===== src/rtl/ram_arb_pkg.sv =====
// ram_arb_pkg: shared state, requester ids and read-return tag for ram_port_arb
package ram_arb_pkg;
  typedef enum logic [1:0] {IDLE, LOCK0, LOCK1} state_t;
  localparam int REQ_CTRL = 0;
  localparam int REQ_HOST = 1;
  typedef struct packed {
    logic valid;
    logic id;
  } tag_t;
endpackage


===== src/rtl/rd_tag_pipe.sv =====
// rd_tag_pipe: DEPTH-stage tag shift register (clk, rst clear, din in, dout after DEPTH edges)
module rd_tag_pipe
  import ram_arb_pkg::*;
#(
  parameter int DEPTH = 1
) (
  input  logic clk,
  input  logic rst,
  input  tag_t din,
  output tag_t dout
);
  tag_t [DEPTH-1:0] sr;
  always_ff @(posedge clk) begin
    sr[0] <= rst ? '0 : din;
    for (int i = 1; i < DEPTH; i++) sr[i] <= rst ? '0 : sr[i-1];
  end
  assign dout = sr[DEPTH-1];
endmodule


===== src/rtl/ram_port_arb.sv =====
// ram_port_arb: round-robin/burst-lock arbiter of one RAM port (req/we/lock/addr/wdata in, gnt/rvalid/rdata out, ram_* to RAM)
module ram_port_arb
  import ram_arb_pkg::*;
#(
  parameter int ADDR_WIDTH = 12,
  parameter int DATA_WIDTH = 64,
  parameter int RD_LATENCY = 1
) (
  input  logic                  clk,
  input  logic                  rst,
  input  logic [1:0]            req,
  input  logic [1:0]            we,
  input  logic [1:0]            lock,
  input  logic [ADDR_WIDTH-1:0] addr0,
  input  logic [ADDR_WIDTH-1:0] addr1,
  input  logic [DATA_WIDTH-1:0] wdata0,
  input  logic [DATA_WIDTH-1:0] wdata1,
  output logic [1:0]            gnt,
  output logic [1:0]            rvalid,
  output logic [DATA_WIDTH-1:0] rdata,
  output logic [ADDR_WIDTH-1:0] ram_addr,
  output logic [DATA_WIDTH-1:0] ram_din,
  output logic                  ram_we,
  input  logic [DATA_WIDTH-1:0] ram_dout
);
  state_t state, state_nxt;
  logic prio, prio_nxt;
  tag_t tag_in, tag_out;
  always_ff @(posedge clk) begin
    state <= rst ? IDLE : state_nxt;
    prio  <= rst ? 1'b0 : prio_nxt;
  end
  always_comb begin
    state_nxt = state;
    prio_nxt  = prio;
    unique case (state)
      IDLE: begin
        prio_nxt  = |gnt ? gnt[REQ_CTRL] : prio;
        state_nxt = (gnt[REQ_CTRL] & lock[REQ_CTRL]) ? LOCK0 :
                    (gnt[REQ_HOST] & lock[REQ_HOST]) ? LOCK1 : IDLE;
      end
      LOCK0: begin
        state_nxt = (req[REQ_CTRL] & lock[REQ_CTRL]) ? LOCK0 : IDLE;
        prio_nxt  = (req[REQ_CTRL] & lock[REQ_CTRL]) ? prio : 1'b1;
      end
      LOCK1: begin
        state_nxt = (req[REQ_HOST] & lock[REQ_HOST]) ? LOCK1 : IDLE;
        prio_nxt  = (req[REQ_HOST] & lock[REQ_HOST]) ? prio : 1'b0;
      end
      default: state_nxt = IDLE;
    endcase
  end
  always_comb begin
    gnt      = state == LOCK0 ? {1'b0, req[REQ_CTRL]} :
               state == LOCK1 ? {req[REQ_HOST], 1'b0} :
               req == 2'b11   ? (prio ? 2'b10 : 2'b01) : req;
    ram_addr = gnt[REQ_HOST] ? addr1 : gnt[REQ_CTRL] ? addr0 : '0;
    ram_din  = gnt[REQ_HOST] ? wdata1 : gnt[REQ_CTRL] ? wdata0 : '0;
    ram_we   = ~rst & |(gnt & we);
    tag_in   = '{valid: |(gnt & ~we), id: gnt[REQ_HOST]};
    rvalid   = (tag_out.valid & ~rst) ? (tag_out.id ? 2'b10 : 2'b01) : 2'b00;
    rdata    = |rvalid ? ram_dout : '0;
  end
  rd_tag_pipe #(.DEPTH(RD_LATENCY)) u_pipe (
    .clk (clk),
    .rst (rst),
    .din (tag_in),
    .dout(tag_out)
  );
endmodule


===== config.mk =====
export PLATFORM = sky130hd
export DESIGN_NAME = ram_port_arb
export DESIGN_NICKNAME = d
export VERILOG_FILES = /design/src/rtl/ram_arb_pkg.sv /design/src/rtl/rd_tag_pipe.sv /design/src/rtl/ram_port_arb.sv
export SDC_FILE = /design/constraint.sdc
export NUM_CORES = 1
export LEC_CHECK = 0
export CAP_MARGIN = 40
export CORE_AREA = 4 4 140 142
export CTS_BUF_LIST = sky130_fd_sc_hd__clkbuf_16
export CTS_CLUSTER_DIAMETER = 50
export DETAILED_ROUTE_END_ITERATION = 16
export DIE_AREA = 0 0 144 146
export PLACE_DENSITY = 0.58
export SYNTH_ARGS = -nofsm -noshare
export SYNTH_HDL_FRONTEND = slang
export SYNTH_SLANG_ARGS = --single-unit
export TNS_END_PERCENT = 10

===== constraint.sdc =====
create_clock -name clk -period 1.6 [get_ports clk]
set_input_delay 0.32 -clock clk [delete_from_list [all_inputs] [get_ports clk]]
set_output_delay 0.32 -clock clk [all_outputs]
set_load 0.01 [all_outputs]

==> run_1/final_congestion.png <==
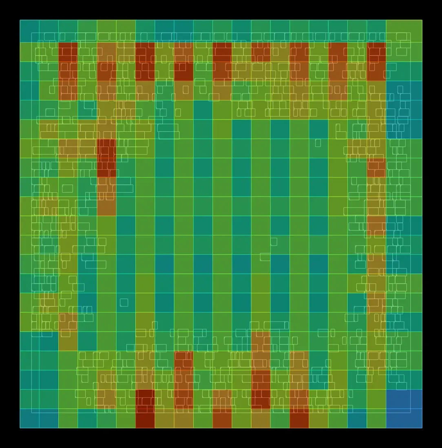
met2 Use GR: 23.18%
Total GRT Usage: 12.88%
Global Route met1 Usage: 16.42%

==> run_1/drive_strength.png <==
The bar under the picture is 50 um long.
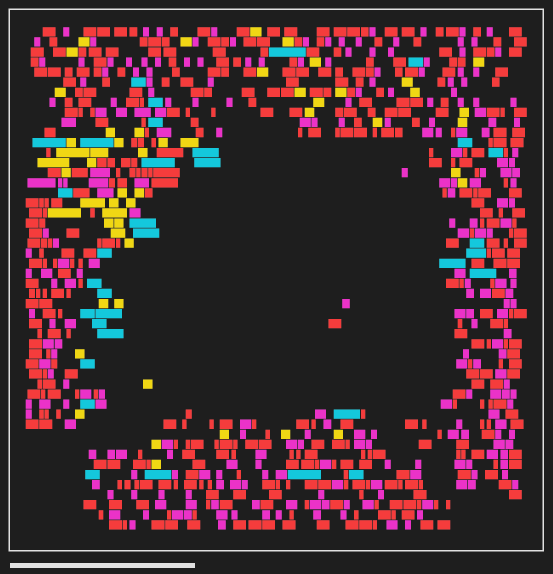
legend:
  cyan:
    size: drive 6 and up
    cells: 33
  red:
    size: drive 1 or less
    cells: 425
  yellow:
    size: drive 3 to 4
    cells: 53
  magenta:
    size: drive 2
    cells: 253
bufs w/o clock: 426
Layout area overhead: 222.6%
Final Worst Setup Slack: -0.5825 ns

==> impl_metrics.yaml, run 1 <==
# synthesis and place-and-route metrics
outcome:
  status: "finished, violations left"
  violations: "negative setup slack"
floorplan:
  die_h_um: 146
  die_area_mm2: 0.02102
  fp_util_pct: 10.39
yosys:
  simple_gate_area_share_pct: 56.33
  ys_seq_share_pct: 5.222
  synth.avg_cell_area_um2: 5.223
  ys_sh_aoi_pct: 23.76
  ff_type: "dfxtp_1"
detailed_routing:
  wl_per_cell_um: 15.21
pwr:
  vdd.ir_drop.worst_v: 0.0008099
  power-top-group: "combinational logic"
  p_seq_share_pct: 5.8
  p_comb_mw: 1.95
finish:
  comb_cells: 324
  final-instance-count-excl-fill: 998
  nets: 993
  clkbuf_count: 3
sta:
  setup_violations: 79
  slew_violations: 0
  max_freq_mhz: 458.2
  worst_pin_slew_ns: 0.2158
  fin_ws_ns: -0.5825
  finClkSkew_ns: 0.001091
setup_path:
  r2r_end: "state[0]"
  start_kind: "flop"
global_route:
  grt_max_degree: 38
  grt_pass1_wl_mm: 21.73
worst_hold_path:
  hold_start: "rst"
  hold_path_class: "in -> reg"
place:
  placed_cell_area_mm2: 0.006350
==> run_1/met2.png <==
The bar under the picture is 50 um long.
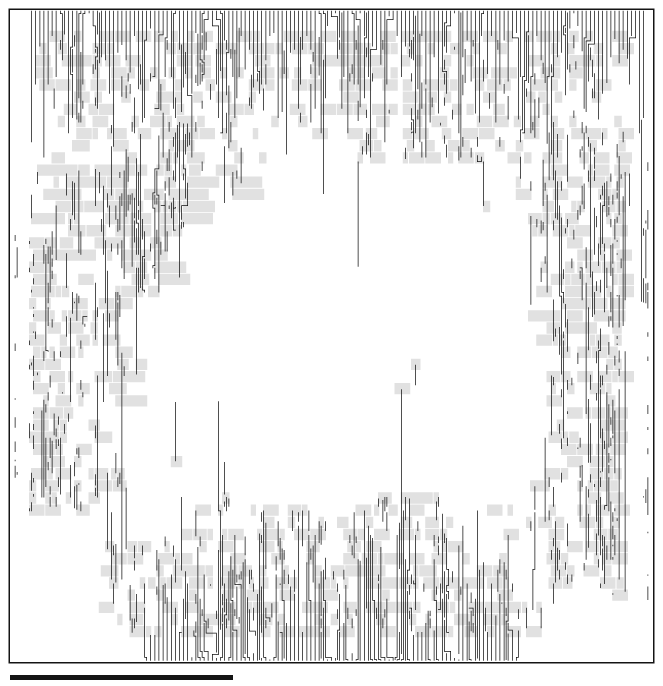
share of all routed wire: 50%
longest straight run: 59.2 um
nets with wire on the layer: 779
main direction: vertical
wire length on this layer: 7520 um
DRT Wirelength: 15.18 mm
via count: 3730

==> run 2, diff against run 1 <==
--- a/config.mk
+++ b/config.mk
@@ -11,6 +11,7 @@
 export CTS_CLUSTER_DIAMETER = 50
 export DETAILED_ROUTE_END_ITERATION = 16
 export DIE_AREA = 0 0 144 146
+export GPL_ROUTABILITY_DRIVEN = 1
 export PLACE_DENSITY = 0.58
 export SYNTH_ARGS = -nofsm -noshare
 export SYNTH_HDL_FRONTEND = slang
==> run 2 against run 1 <==
The flow still finishes with violations (negative setup slack). Clock skew is the same. Highest routed layer unchanged. Synthesized area did not move. Largest power group unchanged. Critical path depth is the same. Register-to-register slack hardly changed. First-iteration DRC count unchanged. Largest cell class unchanged.
==> impl_metrics.yaml, run 2 <==
# synthesis and place-and-route metrics
worst_hold_path:
  holdPathStages: 3
  hold_start: "rst"
  hold_path_class: "in -> reg"
pwr:
  p_comb_mw: 1.95
  power-top-group: "combinational logic"
  sw_frac_of_total_pct: 36.56
  p_seq_share_pct: 5.8
finish:
  clkbuf_count: 3
  buffers: 426
  layout_top_cells: "clkdlybuf4s50_1, buf_2, nand2_1, o21ai_2, and2_1"
  flops: 5
  final-instance-count-excl-fill: 998
  area_growth_syn_to_layout_pct: 222.6
  comb_cells: 324
yosys:
  ff_type: "dfxtp_1"
  ys_seq_share_pct: 5.222
  simple_gate_area_share_pct: 56.33
  synth.avg_cell_area_um2: 5.223
  top_cell_area_share_pct: 29.96
floorplan:
  core.rowCount: 50
  die_h_um: 146
  fp_util_pct: 10.39
  die_area_mm2: 0.02102
  boundaryPins: 369
sta:
  worst_pin_slew_ns: 0.2158
  finClkSkew_ns: 0.001091
  slew_violations: 0
  fin_ws_ns: -0.5825
  max_freq_mhz: 458.2
  setup_violations: 79
global_route:
  global_route.usage.total_pct: 12.88
  grt_pass1_wl_mm: 21.73
  use_met1_pct: 16.42
  grt_overflow: 0
setup_path:
  r2r-start: "state[1]"
  start_kind: "flop"
  r2r_end: "state[0]"
detailed_routing:
  antenna_left: 0
  drt_iter0_drc: 89
place:
  placed_cell_area_mm2: 0.006350
outcome:
  status: "finished, violations left"
  violations: "negative setup slack"
==> run_2/zoom.png <==
The bar under the picture is 10 um long. Region (52, 24) to (92, 64) um. Cells in gray, sequential cells in the stronger gray; small squares are vias.
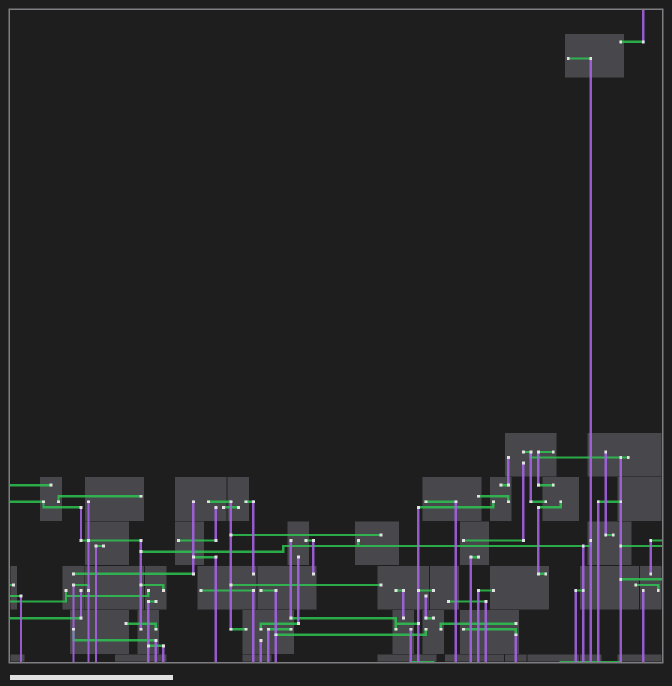
legend:
  purple:
    layer: met2
  green:
    layer: met1
sequential cells in the window: 0
cells with their middle in the window: 33
most frequent: clkdlybuf4s50_1 (11), nand2_1 (10), o21ai_2 (4)

==> run_2/final_congestion.png <==
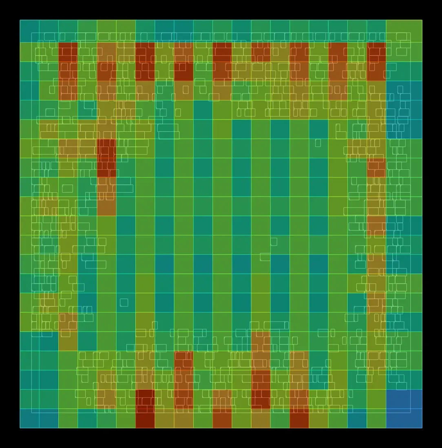
met3 GRT Util: 2.859%
end-of-flow core utilization: 33.51%
GRT busiest layer: met2
drt wl/cell: 15.21 um

No activity file was given, so power comes from the tool's default toggle rates.
